==> config.mk <==
export PLATFORM = sky130hd
export DESIGN_NAME = sdi_line_formatter
export DESIGN_NICKNAME = d
export VERILOG_FILES = /design/src/rtl/sdi_pkg.sv /design/src/rtl/sdi_timing_counter.sv /design/src/rtl/sdi_line_formatter.sv
export SDC_FILE = /design/constraint.sdc
export NUM_CORES = 1
export LEC_CHECK = 0
export ABC_AREA = 1
export CELL_PAD_IN_SITES_DETAIL_PLACEMENT = 2
export CELL_PAD_IN_SITES_GLOBAL_PLACEMENT = 2
export CORE_MARGIN = 3
export CORE_UTILIZATION = 28
export CTS_CLUSTER_DIAMETER = 150
export DETAILED_ROUTE_END_ITERATION = 8
export GPL_TIMING_DRIVEN = 0
export HOLD_SLACK_MARGIN = 0.1
export PLACE_DENSITY_LB_ADDON = 0.2
export SLEW_MARGIN = 40
export SYNTH_ARGS = -nofsm -noshare
export SYNTH_HDL_FRONTEND = slang
export SYNTH_SLANG_ARGS = --single-unit
==> constraint.sdc <==
create_clock -name iCLK -period 2 [get_ports iCLK]
set_input_delay 0.4 -clock iCLK [delete_from_list [all_inputs] [get_ports iCLK]]
set_output_delay 0.4 -clock iCLK [all_outputs]
set_load 0.02 [all_outputs]
==> src/rtl/sdi_pkg.sv <==
// Shared constants and helpers for the HD-SDI line formatter: 1080p30 raster
// defaults, TRS and blanking code words, and the protected XYZ word builder.
package sdi_pkg;

    localparam int DEF_TOTAL_WORDS  = 4400;
    localparam int DEF_SAV_WORD     = 552;
    localparam int DEF_TOTAL_LINES  = 1125;
    localparam int DEF_ACTIVE_FIRST = 41;
    localparam int DEF_ACTIVE_LINES = 1080;

    localparam int DATA_W      = 10;
    localparam int WORD_CNT_W  = 13;
    localparam int LINE_CNT_W  = 11;
    localparam int FRAME_CNT_W = 16;

    localparam logic [DATA_W-1:0] TRS_ONES  = 10'h3FF;
    localparam logic [DATA_W-1:0] TRS_ZEROS = 10'h000;
    localparam logic [DATA_W-1:0] BLANK_C   = 10'h200;
    localparam logic [DATA_W-1:0] BLANK_Y   = 10'h040;

    // Protection bits let the receiver correct single-bit errors in F/V/H.
    function automatic logic [DATA_W-1:0] xyz(input logic f, input logic v, input logic h);
        return {1'b1, f, v, h, v ^ h, f ^ h, f ^ v, f ^ v ^ h, 2'b00};
    endfunction

endpackage

==> src/rtl/sdi_timing_counter.sv <==
// Word/line/frame raster counters plus region decode. The counters address the
// word that the formatter loads into its output register at the next edge.
module sdi_timing_counter
    import sdi_pkg::*;
#(
    parameter int TOTAL_WORDS  = DEF_TOTAL_WORDS,
    parameter int SAV_WORD     = DEF_SAV_WORD,
    parameter int TOTAL_LINES  = DEF_TOTAL_LINES,
    parameter int ACTIVE_FIRST = DEF_ACTIVE_FIRST,
    parameter int ACTIVE_LINES = DEF_ACTIVE_LINES
) (
    input  logic                   i_clk,
    input  logic                   i_rst,
    output logic [WORD_CNT_W-1:0]  o_word,
    output logic [LINE_CNT_W-1:0]  o_line,
    output logic [FRAME_CNT_W-1:0] o_frame,
    output logic                   o_in_trs,
    output logic                   o_is_eav,
    output logic [2:0]             o_trs_idx,
    output logic                   o_active_line,
    output logic                   o_active_word,
    output logic                   o_fetch_next
);

    localparam logic [WORD_CNT_W-1:0] LAST_WORD  = WORD_CNT_W'(TOTAL_WORDS - 1);
    localparam logic [WORD_CNT_W-1:0] TRS_LEN    = WORD_CNT_W'(8);
    localparam logic [WORD_CNT_W-1:0] SAV_START  = WORD_CNT_W'(SAV_WORD);
    localparam logic [WORD_CNT_W-1:0] ACT_START  = WORD_CNT_W'(SAV_WORD + 8);
    localparam logic [WORD_CNT_W-1:0] PRE_ACT    = WORD_CNT_W'(SAV_WORD + 7);
    localparam logic [2:0]            SAV_LO     = 3'(SAV_WORD % 8);
    localparam logic [LINE_CNT_W-1:0] LAST_LINE  = LINE_CNT_W'(TOTAL_LINES - 1);
    localparam logic [LINE_CNT_W-1:0] ACT_FIRST  = LINE_CNT_W'(ACTIVE_FIRST);
    localparam logic [LINE_CNT_W-1:0] ACT_END    = LINE_CNT_W'(ACTIVE_FIRST + ACTIVE_LINES);

    logic [WORD_CNT_W-1:0]  r_word;
    logic [LINE_CNT_W-1:0]  r_line;
    logic [FRAME_CNT_W-1:0] r_frame;
    logic                   w_eav;
    logic                   w_sav;

    always_ff @(posedge i_clk) begin
        if (i_rst) begin
            r_word  <= '0;
            r_line  <= '0;
            r_frame <= '0;
        end else if (r_word == LAST_WORD) begin
            r_word <= '0;
            if (r_line == LAST_LINE) begin
                r_line  <= '0;
                r_frame <= r_frame + 1'b1;
            end else begin
                r_line <= r_line + 1'b1;
            end
        end else begin
            r_word <= r_word + 1'b1;
        end
    end

    assign w_eav = (r_word < TRS_LEN);
    assign w_sav = (r_word >= SAV_START) && (r_word < ACT_START);

    assign o_word        = r_word;
    assign o_line        = r_line;
    assign o_frame       = r_frame;
    assign o_in_trs      = w_eav | w_sav;
    assign o_is_eav      = w_eav;
    assign o_trs_idx     = w_eav ? r_word[2:0] : (r_word[2:0] - SAV_LO);
    assign o_active_line = (r_line >= ACT_FIRST) && (r_line < ACT_END);
    assign o_active_word = (r_word >= ACT_START);
    // Next word is an active C word: the last odd word before it raises ready.
    assign o_fetch_next  = o_active_line && r_word[0] && (r_word >= PRE_ACT) && (r_word != LAST_WORD);

endmodule

==> src/rtl/sdi_line_formatter.sv <==
// HD-SDI interleaved C/Y word stream builder: TRS insertion, black blanking and
// a registered-lookahead pixel-pair handshake that never stalls raster timing.
module sdi_line_formatter
    import sdi_pkg::*;
#(
    parameter int TOTAL_WORDS  = DEF_TOTAL_WORDS,
    parameter int SAV_WORD     = DEF_SAV_WORD,
    parameter int TOTAL_LINES  = DEF_TOTAL_LINES,
    parameter int ACTIVE_FIRST = DEF_ACTIVE_FIRST,
    parameter int ACTIVE_LINES = DEF_ACTIVE_LINES
) (
    input  logic                   iCLK,
    input  logic                   iRESET,
    input  logic                   iPIX_VALID,
    input  logic [DATA_W-1:0]      iPIX_C,
    input  logic [DATA_W-1:0]      iPIX_Y,
    output logic                   oPIX_READY,
    input  logic                   iCLR_UNDERRUN,
    output logic [DATA_W-1:0]      oDATA,
    output logic                   oSOF,
    output logic [LINE_CNT_W-1:0]  oLINE,
    output logic [FRAME_CNT_W-1:0] oFRAME,
    output logic                   oUNDERRUN
);

    logic [WORD_CNT_W-1:0]  w_word;
    logic [LINE_CNT_W-1:0]  w_line;
    logic [FRAME_CNT_W-1:0] w_frame;
    logic                   w_in_trs;
    logic                   w_is_eav;
    logic [2:0]             w_trs_idx;
    logic                   w_active_line;
    logic                   w_active_word;
    logic                   w_fetch_next;
    logic                   w_active_c;
    logic                   w_xfer;
    logic [DATA_W-1:0]      w_trs_word;

    logic [DATA_W-1:0]      r_data;
    logic [DATA_W-1:0]      r_y;
    logic                   r_sof;
    logic [LINE_CNT_W-1:0]  r_line;
    logic [FRAME_CNT_W-1:0] r_frame;
    logic                   r_ready;
    logic                   r_underrun;

    sdi_timing_counter #(
        .TOTAL_WORDS  (TOTAL_WORDS),
        .SAV_WORD     (SAV_WORD),
        .TOTAL_LINES  (TOTAL_LINES),
        .ACTIVE_FIRST (ACTIVE_FIRST),
        .ACTIVE_LINES (ACTIVE_LINES)
    ) u_timing (
        .i_clk         (iCLK),
        .i_rst         (iRESET),
        .o_word        (w_word),
        .o_line        (w_line),
        .o_frame       (w_frame),
        .o_in_trs      (w_in_trs),
        .o_is_eav      (w_is_eav),
        .o_trs_idx     (w_trs_idx),
        .o_active_line (w_active_line),
        .o_active_word (w_active_word),
        .o_fetch_next  (w_fetch_next)
    );

    assign w_active_c = w_active_line & w_active_word & ~w_word[0];
    assign w_xfer     = r_ready & iPIX_VALID;

    always_comb begin
        w_trs_word = TRS_ZEROS;
        case (w_trs_idx)
            3'd0, 3'd1: w_trs_word = TRS_ONES;
            3'd6, 3'd7: w_trs_word = xyz(1'b0, ~w_active_line, w_is_eav);
            default:    w_trs_word = TRS_ZEROS;
        endcase
    end

    // Output stage: oDATA and its side-band flags leave on the same edge.
    always_ff @(posedge iCLK) begin
        if (iRESET) begin
            r_data     <= BLANK_C;
            r_sof      <= 1'b0;
            r_line     <= '0;
            r_frame    <= '0;
            r_ready    <= 1'b0;
            r_underrun <= 1'b0;
        end else begin
            r_sof      <= (w_word == '0) && (w_line == '0);
            r_line     <= w_line;
            r_frame    <= w_frame;
            r_ready    <= w_fetch_next;
            r_underrun <= (w_active_c & ~w_xfer) | (r_underrun & ~iCLR_UNDERRUN);
            if (w_in_trs)
                r_data <= w_trs_word;
            else if (w_active_c)
                r_data <= w_xfer ? iPIX_C : BLANK_C;
            else if (w_active_line && w_active_word)
                r_data <= r_y;
            else
                r_data <= w_word[0] ? BLANK_Y : BLANK_C;
        end
    end

    always_ff @(posedge iCLK) begin
        if (w_active_c)
            r_y <= w_xfer ? iPIX_Y : BLANK_Y;
    end

    assign oDATA      = r_data;
    assign oSOF       = r_sof;
    assign oLINE      = r_line;
    assign oFRAME     = r_frame;
    assign oPIX_READY = r_ready;
    assign oUNDERRUN  = r_underrun;

endmodule

==> results.toml <==
# flow metrics
[outcome]
status = "completed"

[layout]
nNetsFinal = 688
nClkBuffers = 10
lay_top_cells = "nand2_1, nor2_1, dfxtp_1"

[global_route]
grt_overflow = 0
grt_use_total_pct = 16.4
met2_usage_pct = 29.1

[detailed_routing]
wl_met3_um = 330
met2_wirelength_mm = 6.66
top_layer = "met4"
drc = 0
vias = 4033

[final_timing]
hold_viol = 0
worstMarginPinSlew_ns = 0.632

[setup_path]
cp_max_fo = 10
cp.depth = 10
cp-endpoint = "u_timing.o_frame[15]"
rr_worst_depth = 10

[placed_design]
gp_congestion = 0.776

[synth]
aoi_share_pct = 7.69
syn_avg_cell_area_um2 = 7.54

[cts]
cts_hold_buf = 0
h-tree-depth = 3
cts.sinks = 90

[power]
p_comb_mw = 0.268
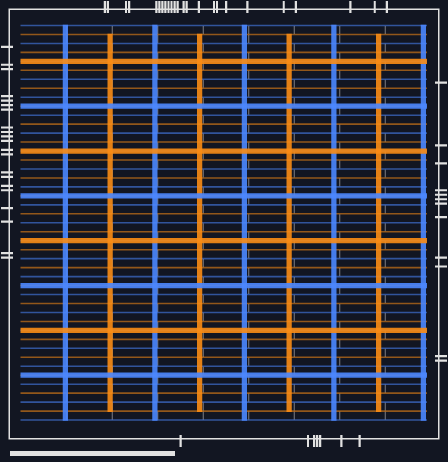
Fig. 1. PDN straps and rails.
Scale bar: 50 µm. Pins as bars on the die edge. Tap cells in grey.
- blue: VSS
- orange: VDD
- tap cells: 184
- met4 straps: 9
- met1 rails: 45

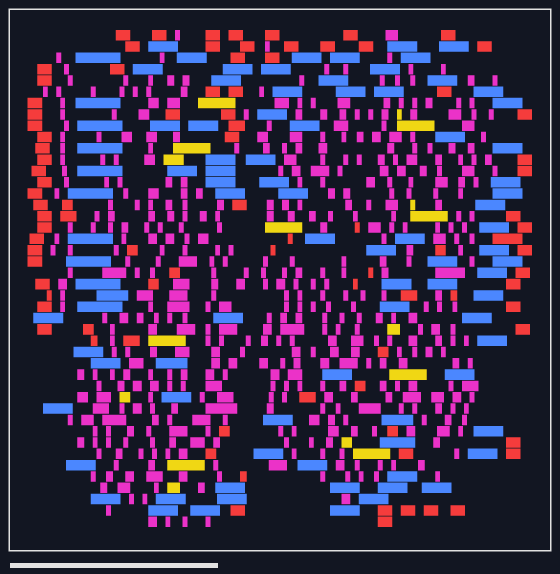
Fig. 2. Placed cells, one colour a class.
Scale bar: 50 µm.
- blue: flops (cells 90)
- yellow: clock drivers and dummy loads (cells 16)
- red: other buffers and delay cells (cells 89)
- magenta: all other logic (cells 465)

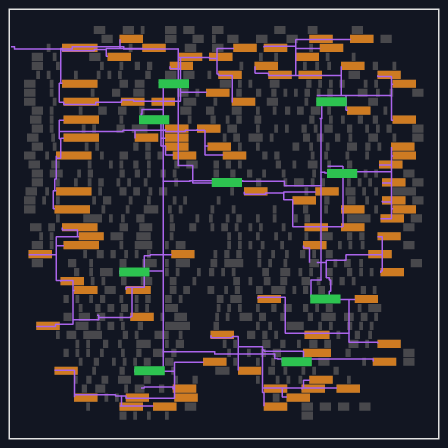
Fig. 3. Clock wires, drivers and flops.
- orange: flip-flops (count 90)
- green: cells driving clock nets (count 9)
- purple: clock wires (length 1340 µm)
- routed clock nets: 10
- flops lie: spread over the die

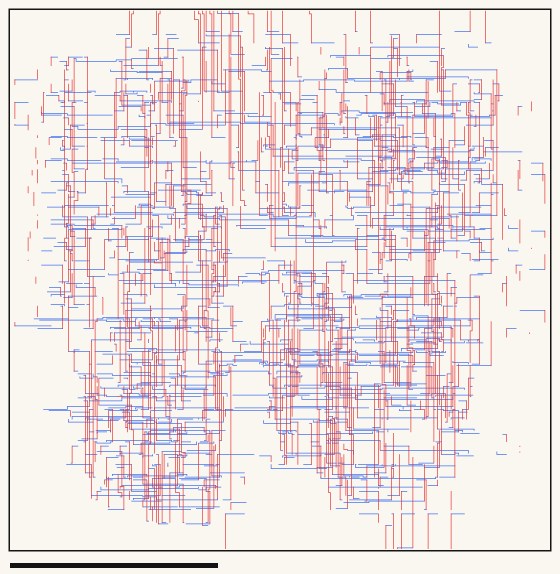
Fig. 4. Routed metal, one colour a layer.
Scale bar: 50 µm. Two of the layers only.
- blue: met1 (wire length 6030 µm)
- red: met2 (wire length 6660 µm)

